==> config.mk <==
export PLATFORM = sky130hd
export DESIGN_NAME = cpu_run_ctrl
export DESIGN_NICKNAME = d
export VERILOG_FILES = /design/src/rtl/cpu_run_ctrl.sv
export SDC_FILE = /design/constraint.sdc
export NUM_CORES = 1
export LEC_CHECK = 0
export ABC_CLOCK_PERIOD_IN_PS = 4300
export CELL_PAD_IN_SITES_DETAIL_PLACEMENT = 1
export CELL_PAD_IN_SITES_GLOBAL_PLACEMENT = 2
export CORE_ASPECT_RATIO = 1.25
export CORE_MARGIN = 4
export CORE_UTILIZATION = 34
export DETAILED_ROUTE_END_ITERATION = 16
export PLACE_DENSITY = 0.84
export SLEW_MARGIN = 20
export SYNTH_ARGS = -nofsm -noshare
export SYNTH_HDL_FRONTEND = slang
export SYNTH_SLANG_ARGS = --single-unit
==> constraint.sdc <==
create_clock -name clk -period 4.3 [get_ports clk]
set_input_delay 0.645 -clock clk [delete_from_list [all_inputs] [get_ports clk]]
set_output_delay 0.645 -clock clk [all_outputs]
set_load 0.02 [all_outputs]
==> src/rtl/cpu_run_ctrl.sv <==
// cpu_run_ctrl: sequences reset and test runs of the pipeline core,
// counts cycles/retires, detects self-loop halt and watchdog timeout.
module cpu_run_ctrl #(
    parameter int CNT_W       = 32,
    parameter int RST_CYCLES  = 4,
    parameter int TIMEOUT     = 100000,
    parameter int LOOP_THRESH = 8,
    parameter int NUM_RUNS    = 1
) (
    input  logic             clk,
    input  logic             reset,
    input  logic             start,
    input  logic             retire_valid,
    input  logic [31:0]      retire_pc,
    output logic             cpu_reset,
    output logic             running,
    output logic             done,
    output logic             timeout,
    output logic [7:0]       run_idx,
    output logic [CNT_W-1:0] cycle_count,
    output logic [CNT_W-1:0] retire_count
);

    localparam int RW = (RST_CYCLES > 1) ? $clog2(RST_CYCLES) : 1;
    localparam int SW = $clog2(LOOP_THRESH + 1);

    localparam logic [RW-1:0]    RST_LAST  = RW'(RST_CYCLES - 1);
    localparam logic [SW-1:0]    SAME_HALT = SW'(LOOP_THRESH);
    localparam logic [CNT_W-1:0] WD_LAST   = CNT_W'(TIMEOUT - 1);
    localparam logic [CNT_W-1:0] CNT_MAX   = '1;
    localparam logic [7:0]       LAST_RUN  = 8'(NUM_RUNS - 1);

    typedef enum logic [2:0] {
        S_IDLE,
        S_RST_HOLD,
        S_RUN,
        S_DONE,
        S_FAIL
    } state_t;

    state_t         state;
    logic [RW-1:0]  rst_cnt;
    logic [31:0]    last_pc;
    logic           trk_valid;
    logic [SW-1:0]  same_cnt;

    logic [SW-1:0]  same_nxt;
    logic           idle_like;
    logic           start_ok;
    logic           halt;
    logic           last_run;
    logic           wd_hit;
    logic           enter_hold;

    // Loop tracker look-ahead, halt/watchdog decisions and hold entry
    always_comb begin
        same_nxt = SW'(1);
        if (trk_valid && (retire_pc == last_pc)) begin
            same_nxt = same_cnt + SW'(1);
        end
        idle_like = (state == S_IDLE) || (state == S_DONE) ||
                    (state == S_FAIL);
        start_ok  = start && idle_like;
        halt      = (state == S_RUN) && retire_valid &&
                    (same_nxt == SAME_HALT);
        last_run  = (run_idx == LAST_RUN);
        wd_hit    = (state == S_RUN) && !halt &&
                    (cycle_count == WD_LAST);
        enter_hold = start_ok || (halt && !last_run);
    end

    // Run sequencer: state, flags, counters and loop tracker
    always_ff @(posedge clk or negedge reset) begin
        if (!reset) begin
            state        <= S_IDLE;
            cpu_reset    <= 1'b1;
            running      <= 1'b0;
            done         <= 1'b0;
            timeout      <= 1'b0;
            run_idx      <= '0;
            cycle_count  <= '0;
            retire_count <= '0;
            rst_cnt      <= '0;
            last_pc      <= '0;
            trk_valid    <= 1'b0;
            same_cnt     <= '0;
        end else begin
            unique case (state)
                S_IDLE, S_DONE, S_FAIL: begin
                    cpu_reset <= 1'b1;
                    running   <= 1'b0;
                    if (start) begin
                        state   <= S_RST_HOLD;
                        run_idx <= '0;
                        done    <= 1'b0;
                        timeout <= 1'b0;
                    end
                end
                S_RST_HOLD: begin
                    cpu_reset <= 1'b1;
                    running   <= 1'b0;
                    if (rst_cnt == RST_LAST) begin
                        state     <= S_RUN;
                        cpu_reset <= 1'b0;
                        running   <= 1'b1;
                    end else begin
                        rst_cnt <= rst_cnt + RW'(1);
                    end
                end
                S_RUN: begin
                    if (retire_valid) begin
                        last_pc   <= retire_pc;
                        trk_valid <= 1'b1;
                        same_cnt  <= same_nxt;
                        if (retire_count != CNT_MAX) begin
                            retire_count <= retire_count + CNT_W'(1);
                        end
                    end
                    if (halt) begin
                        running   <= 1'b0;
                        cpu_reset <= 1'b1;
                        if (last_run) begin
                            state <= S_DONE;
                            done  <= 1'b1;
                        end else begin
                            state   <= S_RST_HOLD;
                            run_idx <= run_idx + 8'd1;
                        end
                    end else if (wd_hit) begin
                        state     <= S_FAIL;
                        timeout   <= 1'b1;
                        running   <= 1'b0;
                        cpu_reset <= 1'b1;
                    end else if (cycle_count != CNT_MAX) begin
                        cycle_count <= cycle_count + CNT_W'(1);
                    end
                end
                default: begin
                    state     <= S_IDLE;
                    cpu_reset <= 1'b1;
                    running   <= 1'b0;
                end
            endcase
            // Every run starts from cleared counters and an empty tracker
            if (enter_hold) begin
                rst_cnt      <= '0;
                cycle_count  <= '0;
                retire_count <= '0;
                last_pc      <= '0;
                trk_valid    <= 1'b0;
                same_cnt     <= '0;
            end
        end
    end

endmodule

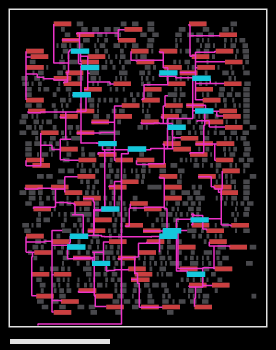
*Clock distribution*
Bar = 50 µm.
[red] flip-flops | count: 118
[cyan] clock-net drivers | count: 17
[magenta] clock wires | length: 1910 µm
flops lie: widely spread
Clock Power: 1.52 mW
clk latency late pin: 0.41 ns
clock share of power: 39.4%

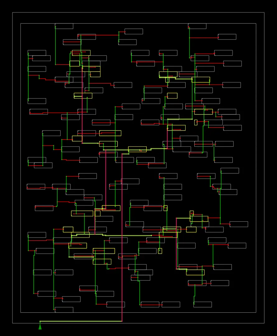
*Clock nets*
clock sinks: 118
skew final: 0.00899 ns
CTS Buf Count: 17
flip-flops: 118
clkbuf count: 24

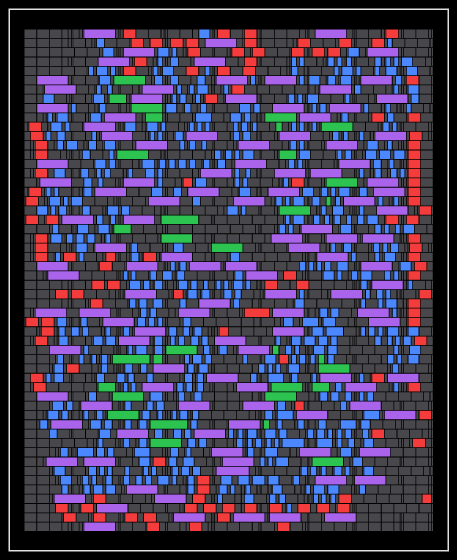
*Cell classes on the final placement*
Fill, decap, tap and diode cells in gray.
[purple] registers | cells: 118 | share of their area: 38%
[blue] remaining logic cells | cells: 529 | share of their area: 39%
[green] clock drivers and dummy loads | cells: 32 | share of their area: 8.1%
[red] remaining buffers and delay cells | cells: 118 | share of their area: 15%
CORE AREA: 17600 µm²
FP Rows: 54

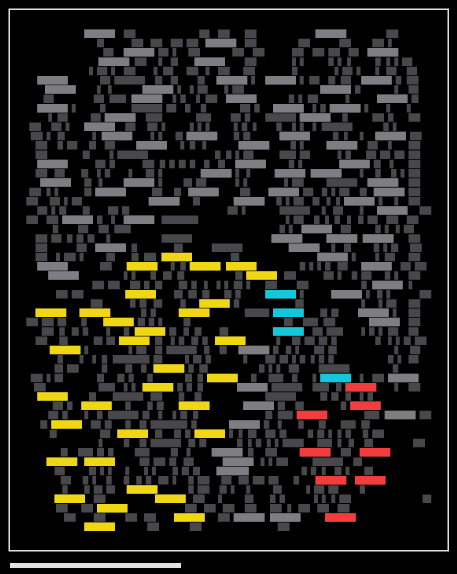
*Sequential cells colored by netlist name*
Bar = 50 µm. Other sequential cells in the stronger gray, the rest of the logic in the fainter gray.
[cyan] same_cnt | placed flops: 4
[red] run_idx | placed flops: 8 | where: bottom right
[yellow] cycle_count | placed flops: 32
not colored: 74
final core occ: 46.1%
Seq. pwr: 1.38 mW

[power breakdown]
| part | switching, mW | internal, mW | leakage [nW] |
|---|---|---|---|
| sequential | 0.124 | 1.25 | 1.61 |
| combinational | 0.605 | 0.353 | 1.50 |
| clock | 0.516 | 1.00 | 0.312 |
[through the flow]
step,cell area (µm²),util [%]
2_1_floorplan,6110,-
3_3_place_gp,7460,42.5
3_5_place_dp,7460,42.5
4_1_cts,8090,46.0
5_1_grt,8090,46.1
6_report,8090,46.1
[state kept, by name, summed over array words and instances, names as in the netlist]
name	cells
cpu_reset	1
cycle_count	32
done	1
last_pc	32
retire_count	32
rst_cnt	2
run_idx	8
running	1
same_cnt	4
state	3
timeout	1
trk_valid	1
[worst max-delay path by stage]
stage / from / to / slack, ns / cells after the start
floorplan: retire_valid / cycle_count[10] / 1.50 / 8
global placement: retire_pc[29] / cycle_count[27] / 0.67 / 8
detailed placement: retire_pc[11] / cycle_count[23] / 0.61 / 8
CTS: retire_pc[21] / cycle_count[23] / 1.0 / 8
global route: retire_pc[21] / cycle_count[29] / 0.86 / 8
finish: retire_pc[11] / cycle_count[15] / 1.01 / 8
[logic make-up (layout without fill, tap and decap cells)]
| logic type | after synthesis | count (layout) | synth area share, % |
|---|---|---|---|
| AND-OR/OR-AND | 124 | 124 | 11.8 |
| flip-flops | 118 | 118 | 48.3 |
| buffers and inverters | 40 | 164 | 2.74 |
| adder cells (fa/ha/maj) | 6 | 6 | 1.23 |
| multiplexers | 1 | 1 | 0.164 |
| XOR/XNOR | 68 | 68 | 9.74 |
| AND/OR/NAND/NOR | 316 | 316 | 26.0 |
[routing by layer]
layer | wire [µm] | share of wire (%)
met5 | 0 | 0
met3 | 686 | 3.8
met1 | 8020 | 44
met4 | 248 | 1.4
met2 | 9330 | 51
[Yosys cell counts (all sizes together) (2+ instances only)]
cell / number / share of area [%]
or3b: 2 / 0.29
or4: 12 / 1.5
a21o: 2 / 0.25
nand4: 20 / 2.0
or3: 17 / 1.7
a31oi: 3 / 0.31
a21oi: 69 / 5.6
a211o: 4 / 0.57
nor4b: 3 / 0.43
o21ai: 23 / 1.9
a31o: 2 / 0.29
o21a: 2 / 0.25
clkbuf: 20 / 1.2
nand2: 112 / 6.9
o22a: 2 / 0.29
o31ai: 7 / 0.86
nor3: 16 / 1.4
xnor2: 26 / 3.7
nor2: 52 / 3.2
o211ai: 4 / 0.49
xor2: 42 / 6.0
nand3: 29 / 2.5
dfrtp: 117 / 48
and4: 6 / 0.86
inv: 14 / 0.86
and2: 9 / 0.92
nor4: 17 / 1.8
and3: 14 / 1.4
ha: 6 / 1.2
buf: 6 / 0.65
[worst max-delay path, cell delays in order]
cell,delay (ns)
clkdlybuf4s50_1,0.43
xor2_1,0.16
nor4_1,0.44
nand4_1,0.31
or4b_4,0.73
nand3_1,0.53
o21ai_0,0.18
a21oi_1,0.18
[cell type report]
cell class / instances / area share [%]
timing repair buffer: 118 / 14.5
tap: 224 / 3.46
sequential: 118 / 36.5
clock inverter: 8 / 1.45
clock buffer: 24 / 6.32
inverter: 14 / 0.649
multi-input combinational: 515 / 37.1
==> flow_metrics.env <==
# yosys + openroad results
export IMPL_outcome="finished, final reports clean"
export IMPL_grt_busiest_layer="met2"
export IMPL_met1_usage_pct=23.4
export IMPL_fp_nets=715
export IMPL_worst_path_max_fanout=19
export IMPL_drc_errors=0
export IMPL_dp_slack_ns=0.613
export IMPL_warnings=27
export IMPL_clk_pin_slew_ns=0.06
export IMPL_h_tree_depth=4
export IMPL_synthArstFlopShare_pct=100
export IMPL_regArea_um2=2950
export IMPL_fp_util_pct=34.8
export IMPL_setup_ws_ns=1.01
export IMPL_routed_wl_mm=18.3
export IMPL_overflow=0
export IMPL_max_slew_margin_pct=33.3
export IMPL_min_path_type="in2async"
export IMPL_cts_setup_buffers=0
export IMPL_end_kind="flop"
export IMPL_synth_area_per_cell_um2=9.08
export IMPL_fp_dieH_um=158
export IMPL_chipArea_um2=20200
export IMPL_yosysWarnings=0
export IMPL_period_used_pct=76.5
export IMPL_yosysCellCount=673
export IMPL_logic_area_um2=3000
export IMPL_drv_cap=0
export IMPL_whs_ns=0.352
export IMPL_instances_no_fill=1021
export IMPL_max_freq_mhz=304
export IMPL_grt_max_degree=64
export IMPL_cts_tree="yes"
export IMPL_power_density_nw_per_um2=476
export IMPL_synth_chip_area_um2=6110
export IMPL_area_delta_synth_final_pct=32.4
export IMPL_drt_iter0_drc=305
export IMPL_reg2reg_slack_ns=1.14
export IMPL_finalPower_mw=3.85
export IMPL_setup_viol=0
export IMPL_cts_resized=0
export IMPL_clockBufferDepth=2
export IMPL_grtUsageMet3_pct=4.35
export IMPL_viasPerCell=5.39
export IMPL_ff2ff_path_depth=8
export IMPL_ys_seq_share_pct=48.3
export IMPL_drv_slew=0
export IMPL_port_buffers=111
export IMPL_dr_pass1_iters=4
export IMPL_most_common_layout_cells="117 x dfrtp_1, 111 x nand2_1, 110 x clkdlybuf4s50_1"
export IMPL_grt_pass1_wl_mm=30.6
export IMPL_pin_count=112
export IMPL_dp_cells=989
export IMPL_netlist_area_um2=6110
export IMPL_grt_pass1_vias=5939
export IMPL_yosysUniqueCellTypes=52
export IMPL_fillerInstances=2041
export IMPL_ys_flops=118
export IMPL_rsz0062_at_grt="false"
export IMPL_ant_nets=0
export IMPL_routedWlPerCell_um=17.9
export IMPL_fin_nets=826
export IMPL_final_hold_viol_count=0
export IMPL_syn_inst=673
export IMPL_tns_ns=0
export IMPL_edf_count=0
export IMPL_drive_above_1_share_pct=6.52
export IMPL_dp_hpwl_mm=12.8
export IMPL_r2r_start="cycle_count[0]"
export IMPL_period_needed_ns=3.29
export IMPL_holdBufCountCts=0
export IMPL_path_class="in2reg"
export IMPL_layout_top_cell="dfrtp_1"
export IMPL_place_congestion=0.775
export IMPL_grt_antenna_before_repair=0
export IMPL_worst_slew_pin_slew_ns=0.993
export IMPL_vias=5505
export IMPL_cp_start_kind="primary input"
export IMPL_p_leak_nw=3.42
export IMPL_r2r_end="cycle_count[25]"
export IMPL_crit_required_ns=4.62
export IMPL_chipWidth_um=128
export IMPL_antenna_cells=0
export IMPL_clk_root_buffer_cell="clkbuf_16"
export IMPL_crit_arrival_ns=3.61
export IMPL_grt_use_met2_pct=32.4
export IMPL_vdd_drop_max_uv=260
export IMPL_grt_usage_pct=18.9
export IMPL_ys_flop_type="dfrtp_1"
Power figures rest on the tool's default switching activity, not on a simulated workload.
